### Signal wires by layer

Only two layers are drawn.
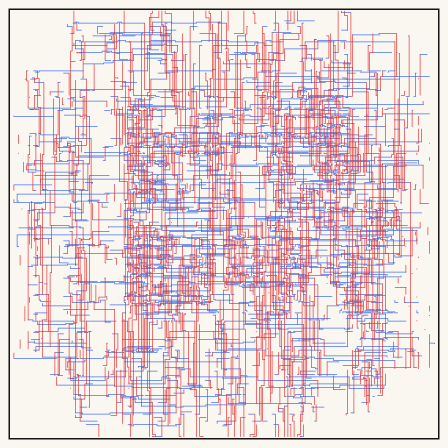
### Track usage over the die

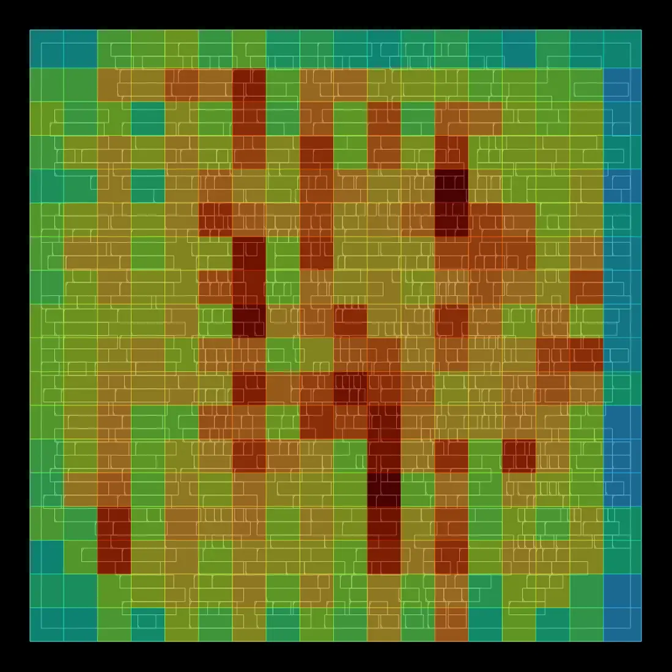
### PDN straps and rails

The bar under the picture is 50 µm long. Pins as bars on the die edge. Tap cells in gray.
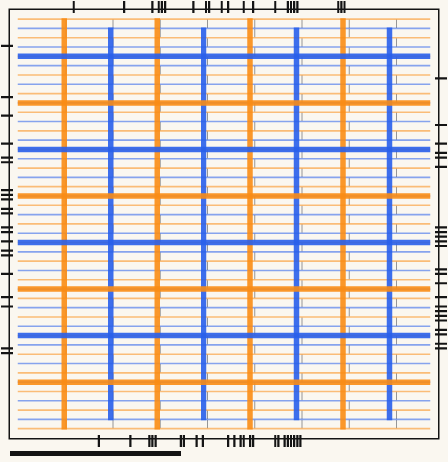
### Close-up of the layout

Region (81, 19) to (106, 44) µm. Cells in gray, sequential cells in the stronger gray; small squares are vias.
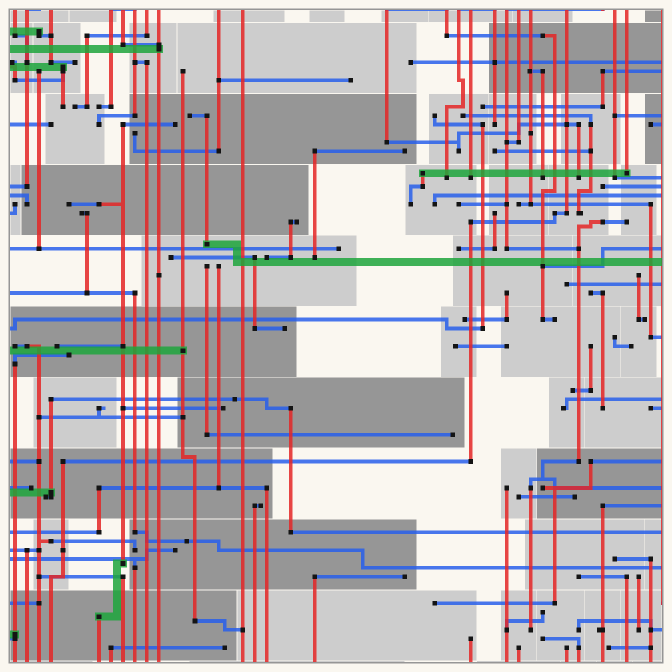
### Signal wires on met4

Cells faint in the background.
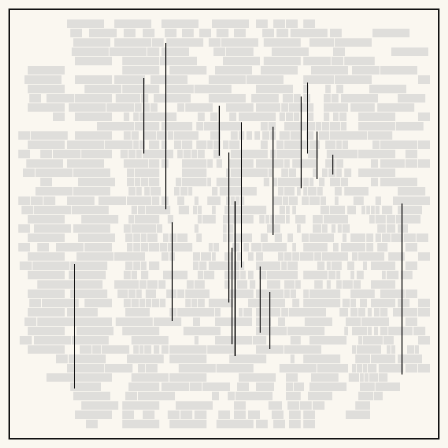
**src/rtl/dispatcher_8vie_nbit.sv**
```systemverilog
// dispatcher_8vie_nbit: queues requests and issues them one at a time to an 8-way selector, completing each on its way's ack or dropping it on timeout; ports: clock/reset, in_valid/in_data/in_dest/in_ready request side, x/alpha/x_valid/ack selector side, err/err_dest timeout report, level queue occupancy
module dispatcher_8vie_nbit #(
  parameter int N = 31,
  parameter int DEPTH = 4,
  parameter int TIMEOUT = 15
) (
  input  logic                     clock,
  input  logic                     reset,
  input  logic                     in_valid,
  input  logic [N-1:0]             in_data,
  input  logic [2:0]               in_dest,
  output logic                     in_ready,
  output logic [N-1:0]             x,
  output logic [2:0]               alpha,
  output logic                     x_valid,
  input  logic [7:0]               ack,
  output logic                     err,
  output logic [2:0]               err_dest,
  output logic [$clog2(DEPTH):0]   level
);
  localparam int AW = $clog2(DEPTH);
  localparam logic [AW:0] FULL = (AW+1)'(DEPTH);
  localparam logic [7:0] TLAST = 8'(TIMEOUT - 1);
  typedef enum logic {IDLE, WAIT} state_t;
  state_t state, state_n;
  logic [N+2:0] mem [DEPTH];
  logic [AW-1:0] wptr, rptr;
  logic [7:0] cnt;
  logic [N-1:0] x_q;
  logic [2:0] alpha_q;
  logic push, pop, hit, timeout, done;
  assign in_ready = level < FULL;
  assign push = in_valid & in_ready;
  assign hit = state == WAIT && ack[alpha_q];
  // the TIMEOUT-th waiting cycle ends with cnt == TIMEOUT-1; a coincident ack wins
  assign timeout = state == WAIT && !ack[alpha_q] && cnt == TLAST;
  assign done = hit | timeout;
  assign pop = level != '0 && (state == IDLE || done);
  always_ff @(posedge clock)
    if (reset) state <= IDLE;
    else state <= state_n;
  always_comb state_n = pop ? WAIT : done ? IDLE : state;
  always_comb begin
    x_valid = state == WAIT;
    x = x_valid ? x_q : '0;
    alpha = x_valid ? alpha_q : '0;
  end
  always_ff @(posedge clock)
    if (push) mem[wptr] <= {in_data, in_dest};
  always_ff @(posedge clock) begin
    if (reset) begin
      wptr <= '0;
      rptr <= '0;
      level <= '0;
      cnt <= '0;
      x_q <= '0;
      alpha_q <= '0;
      err <= 1'b0;
      err_dest <= '0;
    end else begin
      if (push) wptr <= wptr + 1'b1;
      if (pop) begin
        {x_q, alpha_q} <= mem[rptr];
        rptr <= rptr + 1'b1;
      end
      level <= level + (AW+1)'(push) - (AW+1)'(pop);
      cnt <= pop ? '0 : state == WAIT ? cnt + 8'd1 : cnt;
      err <= timeout;
      err_dest <= timeout ? alpha_q : '0;
    end
  end
endmodule

```
**config.mk**
```make
export PLATFORM = sky130hd
export DESIGN_NAME = dispatcher_8vie_nbit
export DESIGN_NICKNAME = d
export VERILOG_FILES = /design/src/rtl/dispatcher_8vie_nbit.sv
export SDC_FILE = /design/constraint.sdc
export NUM_CORES = 1
export LEC_CHECK = 0
export CORE_MARGIN = 2
export CORE_UTILIZATION = 56
export CTS_CLUSTER_SIZE = 28
export DETAILED_ROUTE_END_ITERATION = 10
export GPL_TIMING_DRIVEN = 0
export PLACE_DENSITY_LB_ADDON = 0.15
export SLEW_MARGIN = 10
export SYNTH_ARGS = -nofsm -noshare
export SYNTH_HDL_FRONTEND = slang
export SYNTH_SLANG_ARGS = --single-unit
```
**constraint.sdc**
```tcl
create_clock -name clock -period 3.6 [get_ports clock]
set_clock_uncertainty 0.2 [all_clocks]
set_input_delay 1.08 -clock clock [delete_from_list [all_inputs] [get_ports clock]]
set_output_delay 1.08 -clock clock [all_outputs]
set_load 0.01 [all_outputs]
```
==> reports/metrics.csv <==
stage,metric,value,unit
finish,logic_gate_count,331,
yosys,synthDistinctLibCells,43,
power_and_ir_drop,p_clk_frac,0.265,
critical_path,startpoint_type,input port,
clock_network,clock_insertion_delay_worst_skew,0.44,ns
routing,wl_met2,9760,µm
clock_network,cts_resized,5,
critical_path,cp.arrival,3.59,ns
clock_network,postCtsHoldBufs,0,
yosys,yosys-top-cells-count,"edfxtp_1 (136), nand3_1 (74), nand4_1 (70)",
global_route,grt_pass1_wl,30400,µm
finish,n_clock_buffer,18,
final_timing,slew-limit-headroom,0.490,
finish,layout.nets,753,
final_timing,finalHoldViolations,0,
clock_network,tritoncts,yes,
routing,drc,0,
yosys,top_area_cell,edfxtp_1,
power_and_ir_drop,powerDensity,733,nW/µm²
power_and_ir_drop,leakagePower,0.00326,µW
finish,final_area,10000,µm²
clock_network,post-cts-setup-buffers,0,
critical_path,critPathSlowestCell,a22oi_2,
hold_path,hold_class,register to register,
yosys,edf_count,136,
final_timing,worst_pin_slew,0.766,ns
finish,diodes,0,
placed_design,io_buffers,87,
finish,areaGrowthSynthToFinish,22.0,%
routing,first_pass_iters,5,
routing,viasPerCell,6.48,
critical_path,crit_type,input port to register,
critical_path,worstPathCellList,"clkdlybuf4s50_1, mux2i_1, a22oi_2, nand2_1, a21oi_1, ha_1, inv_1, ha_1, fa_2, xnor2_2, xnor2_1, nor2_1",
final_timing,fin_crit,3.48,ns
placed_design,dp_cells,865,
yosys,most_common_cell,edfxtp_1,
finish,n_all_buffers,148,
status,status,finished clean,
final_timing,rsz0062_at_grt,false,
final_timing,maxSlewViolCount,0,
clock_network,cts_root_buffer,clkbuf_16,
yosys,top_cell_area_share,0.498,
finish,comb_area,2760,µm²
critical_path,cp_num_buf_inv,2,
routing,antenna_left,0,
critical_path,end_kind,register,
finish,final_common_cell,edfxtp_1,
yosys,top_cells_by_area,"edfxtp_1 (50%), dfxtp_1 (13%), mux4_2 (9.3%), nand4_1 (5.3%), nand3_1 (4.5%)",
critical_path,cp-endpoint,level[2],
About 'Signal wires by layer':
[met2] red | wire length: 9760 µm
[met1] blue | wire length: 7610 µm
gr usage total: 0.253
final WL: 19400 µm

About 'Track usage over the die':
Util after Layout: 0.694
met3 Use GR: 0.0599
met1 Track Usage GR: 0.331
routing usage on met2: 0.418
routed len/inst: 21.6 µm

About 'PDN straps and rails':
[VDD] blue
[VSS] orange
met4 straps: 8
met5 straps: 8
tap cells: 184
die width: 125 µm
area of the core: 14400 µm²
Die H: 125 µm
peak supply drop: 533 µV

About 'Close-up of the layout':
[met1] blue
[met2] red
[met3] green
sequential cells in the window: 9
netlist names of flops here include: mem (7)
cells with their middle in the window: 35
most frequent: edfxtp_1 (7), inv_1 (4)

About 'Signal wires on met4':
nets with wire on the layer: 13
main direction: vertical
total vias in the final route: 5796

kinds of logic (layout without fill, tap and decap cells):
group,after synthesis,count (layout),synth area share
muxes,38,38,0.0989
xor gates and xnor gates,10,10,0.0107
AOI/OAI and AO/OA,58,58,0.0613
DFF,190,190,0.629
buffers and inverters,69,190,0.0358
and+or+nand+nor,216,216,0.149
adders and majority gates,9,9,0.0146
power by group through the flow:
stage / clock [µW] / sequential (µW) / combinational, µW
global route: 2060 / 2920 / 2690
floorplan: 0 / 2870 / 1630
CTS: 1960 / 2880 / 2470
detailed placement: 0 / 2910 / 2460
global placement: 0 / 2900 / 2360
finish: 1950 / 2890 / 2510
state kept, by name, indices dropped and copies added (netlist names):
name,cells
err,1
mem,136
level,3
err_dest,3
cnt,8
wptr,2
x_q,31
rptr,2
x_valid,1
alpha_q,3
No activity file was given, so power comes from the tool's default toggle rates.
